**Local utilization**

The die is cut into 24 by 24 equal tiles; black is low, pale yellow is high, 0 to 100% covered.
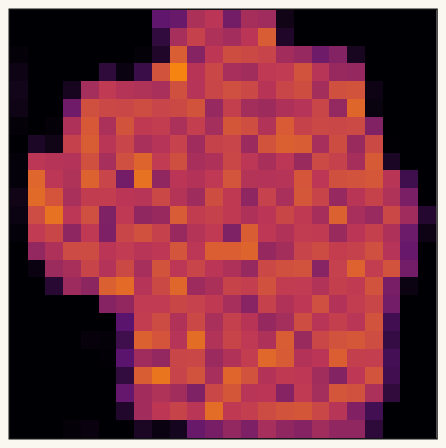
**The clock network**

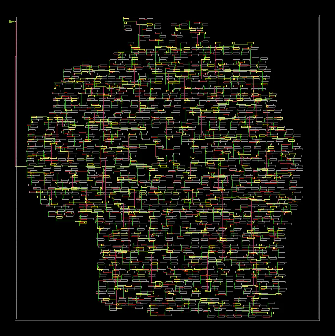
**Pin map**

Pins as bars across the die edge, other pins in gray.
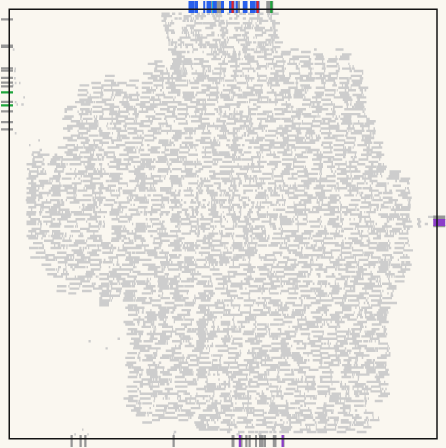
**Placement by cell class**

(1 px per um)
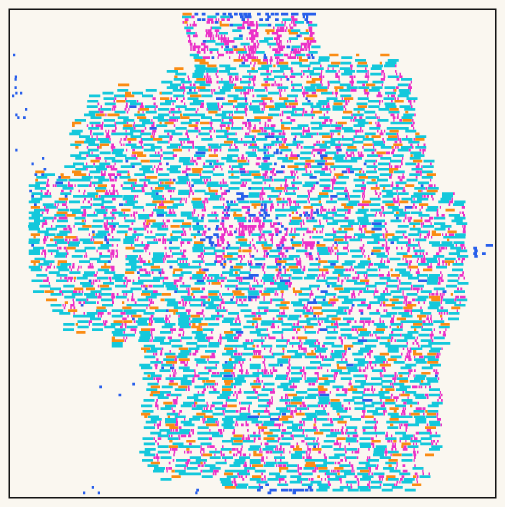
$ cat config.mk
export PLATFORM = sky130hd
export DESIGN_NAME = bank_isu_fifo_q
export DESIGN_NICKNAME = d
export VERILOG_FILES = /design/src/rtl/bank_pkg.sv /design/src/rtl/bank_isu_fifo_ctrl.sv /design/src/rtl/bank_isu_fifo_q.sv
export SDC_FILE = /design/constraint.sdc
export NUM_CORES = 2
export LEC_CHECK = 0
export ABC_AREA = 1
export CAP_MARGIN = 20
export CORE_AREA = 2 2 483 485
export CTS_CLUSTER_DIAMETER = 40
export DETAILED_ROUTE_END_ITERATION = 6
export DIE_AREA = 0 0 485 487
export PLACE_DENSITY_LB_ADDON = 0.2
export SYNTH_ARGS = -nofsm -noshare
export SYNTH_HDL_FRONTEND = slang
export SYNTH_SLANG_ARGS = --single-unit
$ cat constraint.sdc
create_clock -name clk_i -period 5.25 [get_ports clk_i]
set_input_delay 1.05 -clock clk_i [delete_from_list [all_inputs] [get_ports clk_i]]
set_output_delay 1.05 -clock clk_i [all_outputs]
set_load 0.01 [all_outputs]
$ cat src/rtl/bank_pkg.sv
// Shared definitions for the cache-bank issue path: default field widths,
// opcode values and the 2-bit cache-line state encoding.
package bank_pkg;

    localparam int PTR_W_DEF  = 6;
    localparam int CH_N_DEF   = 4;
    localparam int ROB_W_DEF  = 3;
    localparam int OPC_W_DEF  = 2;
    localparam int SWO_W_DEF  = 7;
    localparam int WBUF_W_DEF = 8;
    localparam int CL_W       = 4;  // {offset1_state, offset0_state}

    localparam logic [1:0] OPC_READ  = 2'd0;
    localparam logic [1:0] OPC_WRITE = 2'd1;
    localparam logic [1:0] OPC_EVICT = 2'd2;
    localparam logic [1:0] OPC_FILL  = 2'd3;

    typedef enum logic [1:0] {
        CL_INV   = 2'd0,
        CL_CLEAN = 2'd1,
        CL_DIRTY = 2'd2,
        CL_PEND  = 2'd3
    } cl_state_e;

    // Channel-id width: a single channel still gets a 1-bit id field.
    function automatic int ch_w_f(input int n);
        return (n > 1) ? $clog2(n) : 1;
    endfunction

endpackage

$ cat src/rtl/bank_isu_fifo_ctrl.sv
// Pointer/occupancy control for the bank issue queue. The count carries one
// extra bit so that full (count==DEPTH) and empty (count==0) are distinct
// even though the pointers are equal in both cases.
module bank_isu_fifo_ctrl #(
    parameter int PTR_W = 6
) (
    input  logic             clk_i,
    input  logic             rst_i,
    input  logic             enq,
    input  logic             deq,
    input  logic             flush,
    output logic [PTR_W-1:0] wr_ptr,
    output logic [PTR_W-1:0] rd_ptr,
    output logic [PTR_W:0]   count,
    output logic             full,
    output logic             empty
);

    localparam logic [PTR_W:0] DEPTH_C = {1'b1, {PTR_W{1'b0}}};

    logic [PTR_W-1:0] wr_ptr_r;
    logic [PTR_W-1:0] rd_ptr_r;
    logic [PTR_W:0]   count_r;

    // Pointers wrap naturally at DEPTH; flush wins over any enq/deq in the same cycle.
    always_ff @(posedge clk_i or posedge rst_i) begin
        if (rst_i) begin
            wr_ptr_r <= {PTR_W{1'b0}};
            rd_ptr_r <= {PTR_W{1'b0}};
            count_r  <= {(PTR_W+1){1'b0}};
        end else if (flush) begin
            wr_ptr_r <= {PTR_W{1'b0}};
            rd_ptr_r <= {PTR_W{1'b0}};
            count_r  <= {(PTR_W+1){1'b0}};
        end else begin
            if (enq) begin
                wr_ptr_r <= wr_ptr_r + PTR_W'(1'b1);
            end
            if (deq) begin
                rd_ptr_r <= rd_ptr_r + PTR_W'(1'b1);
            end
            count_r <= count_r + (PTR_W+1)'(enq) - (PTR_W+1)'(deq);
        end
    end

    assign wr_ptr = wr_ptr_r;
    assign rd_ptr = rd_ptr_r;
    assign count  = count_r;
    assign full   = (count_r == DEPTH_C);
    assign empty  = (count_r == {(PTR_W+1){1'b0}});

endmodule

$ cat src/rtl/bank_isu_fifo_q.sv
// In-order issue queue for one cache bank: enqueue from the request arbiter,
// issue to the bank data pipeline, with total and per-channel occupancy and a
// synchronous flush. allowIn depends only on the registered count, so there is
// no combinational path from iss_ready_i to req_allowIn_o.
module bank_isu_fifo_q
    import bank_pkg::*;
#(
    parameter int   PTR_W  = PTR_W_DEF,
    parameter int   CH_N   = CH_N_DEF,
    parameter int   ROB_W  = ROB_W_DEF,
    parameter int   OPC_W  = OPC_W_DEF,
    parameter int   SWO_W  = SWO_W_DEF,
    parameter int   WBUF_W = WBUF_W_DEF,
    localparam int  CH_W   = ch_w_f(CH_N)
) (
    input  logic                      clk_i,
    input  logic                      rst_i,
    input  logic                      req_valid_i,
    output logic                      req_allowIn_o,
    input  logic [ROB_W-1:0]          req_rob_id_i,
    input  logic [CH_W-1:0]           req_ch_id_i,
    input  logic [OPC_W-1:0]          req_opcode_i,
    input  logic [SWO_W-1:0]          req_swo_i,
    input  logic [WBUF_W-1:0]         req_wbuf_id_i,
    input  logic [CL_W-1:0]           req_cl_state_i,
    output logic                      iss_valid_o,
    input  logic                      iss_ready_i,
    output logic [ROB_W-1:0]          iss_rob_id_o,
    output logic [CH_W-1:0]           iss_ch_id_o,
    output logic [OPC_W-1:0]          iss_opcode_o,
    output logic [SWO_W-1:0]          iss_swo_o,
    output logic [WBUF_W-1:0]         iss_wbuf_id_o,
    output logic [CL_W-1:0]           iss_cl_state_o,
    input  logic                      flush_i,
    output logic [PTR_W:0]            count_o,
    output logic [CH_N*(PTR_W+1)-1:0] ch_count_o
);

    localparam int DEPTH = 1 << PTR_W;
    localparam int CNT_W = PTR_W + 1;

    logic [PTR_W-1:0] wr_ptr_s;
    logic [PTR_W-1:0] rd_ptr_s;
    logic             full_s;
    logic             empty_s;
    logic             enq_s;
    logic             deq_s;
    logic [CH_N-1:0]  ch_inc_s;
    logic [CH_N-1:0]  ch_dec_s;

    logic [ROB_W-1:0]  rob_mem_r  [DEPTH];
    logic [CH_W-1:0]   ch_mem_r   [DEPTH];
    logic [OPC_W-1:0]  opc_mem_r  [DEPTH];
    logic [SWO_W-1:0]  swo_mem_r  [DEPTH];
    logic [WBUF_W-1:0] wbuf_mem_r [DEPTH];
    logic [CL_W-1:0]   cl_mem_r   [DEPTH];

    logic [CNT_W-1:0]  ch_cnt_r   [CH_N];

    assign req_allowIn_o = ~full_s;
    assign iss_valid_o   = ~empty_s;
    // Handshakes in a flush cycle are discarded.
    assign enq_s = req_valid_i & ~full_s & ~flush_i;
    assign deq_s = iss_ready_i & ~empty_s & ~flush_i;

    bank_isu_fifo_ctrl #(
        .PTR_W (PTR_W)
    ) u_ctrl (
        .clk_i  (clk_i),
        .rst_i  (rst_i),
        .enq    (enq_s),
        .deq    (deq_s),
        .flush  (flush_i),
        .wr_ptr (wr_ptr_s),
        .rd_ptr (rd_ptr_s),
        .count  (count_o),
        .full   (full_s),
        .empty  (empty_s)
    );

    // Payload capture on accepted enqueue; unreset because only valid entries are ever read.
    always_ff @(posedge clk_i) begin
        if (enq_s) begin
            rob_mem_r[wr_ptr_s]  <= req_rob_id_i;
            ch_mem_r[wr_ptr_s]   <= req_ch_id_i;
            opc_mem_r[wr_ptr_s]  <= req_opcode_i;
            swo_mem_r[wr_ptr_s]  <= req_swo_i;
            wbuf_mem_r[wr_ptr_s] <= req_wbuf_id_i;
            cl_mem_r[wr_ptr_s]   <= req_cl_state_i;
        end
    end

    assign iss_rob_id_o   = rob_mem_r[rd_ptr_s];
    assign iss_ch_id_o    = ch_mem_r[rd_ptr_s];
    assign iss_opcode_o   = opc_mem_r[rd_ptr_s];
    assign iss_swo_o      = swo_mem_r[rd_ptr_s];
    assign iss_wbuf_id_o  = wbuf_mem_r[rd_ptr_s];
    assign iss_cl_state_o = cl_mem_r[rd_ptr_s];

    // Per-channel up/down decode; out-of-range channel ids match no counter.
    always_comb begin
        ch_inc_s = {CH_N{1'b0}};
        ch_dec_s = {CH_N{1'b0}};
        for (int c = 0; c < CH_N; c++) begin
            ch_inc_s[c] = enq_s & (req_ch_id_i == CH_W'(c));
            ch_dec_s[c] = deq_s & (iss_ch_id_o == CH_W'(c));
        end
    end

    // Per-channel occupancy counters; same-channel enq+deq cancels out.
    always_ff @(posedge clk_i or posedge rst_i) begin
        if (rst_i) begin
            for (int c = 0; c < CH_N; c++) begin
                ch_cnt_r[c] <= {CNT_W{1'b0}};
            end
        end else if (flush_i) begin
            for (int c = 0; c < CH_N; c++) begin
                ch_cnt_r[c] <= {CNT_W{1'b0}};
            end
        end else begin
            for (int c = 0; c < CH_N; c++) begin
                ch_cnt_r[c] <= ch_cnt_r[c] + CNT_W'(ch_inc_s[c]) - CNT_W'(ch_dec_s[c]);
            end
        end
    end

    for (genvar g = 0; g < CH_N; g++) begin : g_ch_out
        assign ch_count_o[g*CNT_W +: CNT_W] = ch_cnt_r[g];
    end

endmodule

==> reports/metrics.cfg <==
[cells_and_area]
fin_cells=9142
n_all_inverters=91
seq_area_share_pct=61.0
final_area_um2=83900
non_clock_buffer_area_share_pct=3.64
drive_above_1_share_pct=12.5
reg.largest.list=wbuf_mem_r: 512 flops, swo_mem_r: 448 flops, cl_mem_r: 256 flops
comb_area_um2=16300
diodes=6
utilization_pct=36.3
largest_reg_flops=512
largest-register=wbuf_mem_r
dominant_cells=registers
fin_nets=5965

[detailed_routing]
antenna_left=0
met2WireLength_mm=104
viasPerCell=5.00
drt-total-wl_mm=228
wl_per_cell_um=24.9
num_vias=45700
drtIter0Drc=4544
wl_met3_mm=15.9

[cts]
clk_latency_ns=0.91
cts_resized=13
clockBufferDepth=4
postCtsHoldBufs=0
clkTransAtPathRegs_ns=0.05
cts_buffers=282

[logic_synthesis]
synth_top_cell_by_area=edfxtp_1
syn_nets=5716
syn_inst=5641
aoi_share_pct=8.69
ys.flops=1711
synthesis.area_per_instance_um2=12.2
yosys_warnings=0
synth-main-ff-cell=edfxtp_1
xor_area_share_pct=0.0889
syn_area_um2=68900
ys_cells=5641
yosysUniqueCellTypes=32
async_flop_share_pct=2.75

[die]
core_um2=231000
taps=3043
die_x_um=485
fp-row-count=177
fp.dieH_um=487

[setup_path]
slowest_delay_ns=0.51
critPathBufInv=4
crit_top_cell=nand2_1
r2r_start=u_ctrl.rd_ptr[0]
endpoint=iss_wbuf_id_o[6]
cp.arrival_ns=4.15
reg2reg_depth=26
reg2reg_to=ch_count_o[20]
end_kind=output pin
path_class=flop to output pin
path_cells=inv_8, nor2_4, buf_4, clkbuf_16, a211oi_1, nand2_1, nand3_1, nand2_1, nand2_1, nand2_1, clkdlybuf4s50_1

[power]
sw_frac_of_total_pct=28.1
p_seq_share_pct=38.1
seq-power_mw=15.3
internal_power_mw=28.8
vdd_drop_max_mv=0.326
power_frac_clock_pct=45.3
powerDensity_nw_per_um2=477
power.group.top=clock

[global_routing]
grt_pass1_wl_mm=320
antenna_found_initial=13
grt_use_total_pct=18.6
grt_use_met1_pct=25.6
met2_usage_pct=29.1

[final_timing]
maxSlewViolCount=0
fin_ws_ns=0.0482
min_period_ns=5.20
setup_viol=0
fin_crit_sh_pct=99.1
fin_setup_tns_ns=0

[run]
warnings=36

[status]
outcome=complete, no violations

[placement]
dp.cells=8621
preCtsSetupSlack_ns=0.551
gp_congestion=0.824

-- 'local utilization' (at the start) --
fullest tile: 73%
nearly empty tiles: 26%
emptiest ninth of the die: south-west
mean over tiles: 34%

-- 'the clock network' (at the start) --
clock buffer count: 320
flip-flops: 1711
Clock Skews: 0.0623 ns

-- 'pin map' (at the start) --
legend:
  red:
    port: req_ch_id_i
    pins: 2
    direction: input
    edge: north
  purple:
    port: iss_swo_o
    pins: 7
    direction: output
    edge: 5 east, 2 south
  green:
    port: req_rob_id_i
    pins: 3
    direction: input
    edge: 2 west, 1 north
  cyan:
    port: req_allowIn_o
    pins: 1
    direction: output
    edge: north
  blue:
    port: ch_count_o
    pins: 28
    direction: output
    edge: north

-- 'placement by cell class' (at the start) --
legend:
  magenta:
    class: all other logic
    cells: 3590
  cyan:
    class: flip-flops
    cells: 1711
  blue:
    class: other buffers and delay cells
    cells: 305
  orange:
    class: clock drivers and dummy loads
    cells: 487

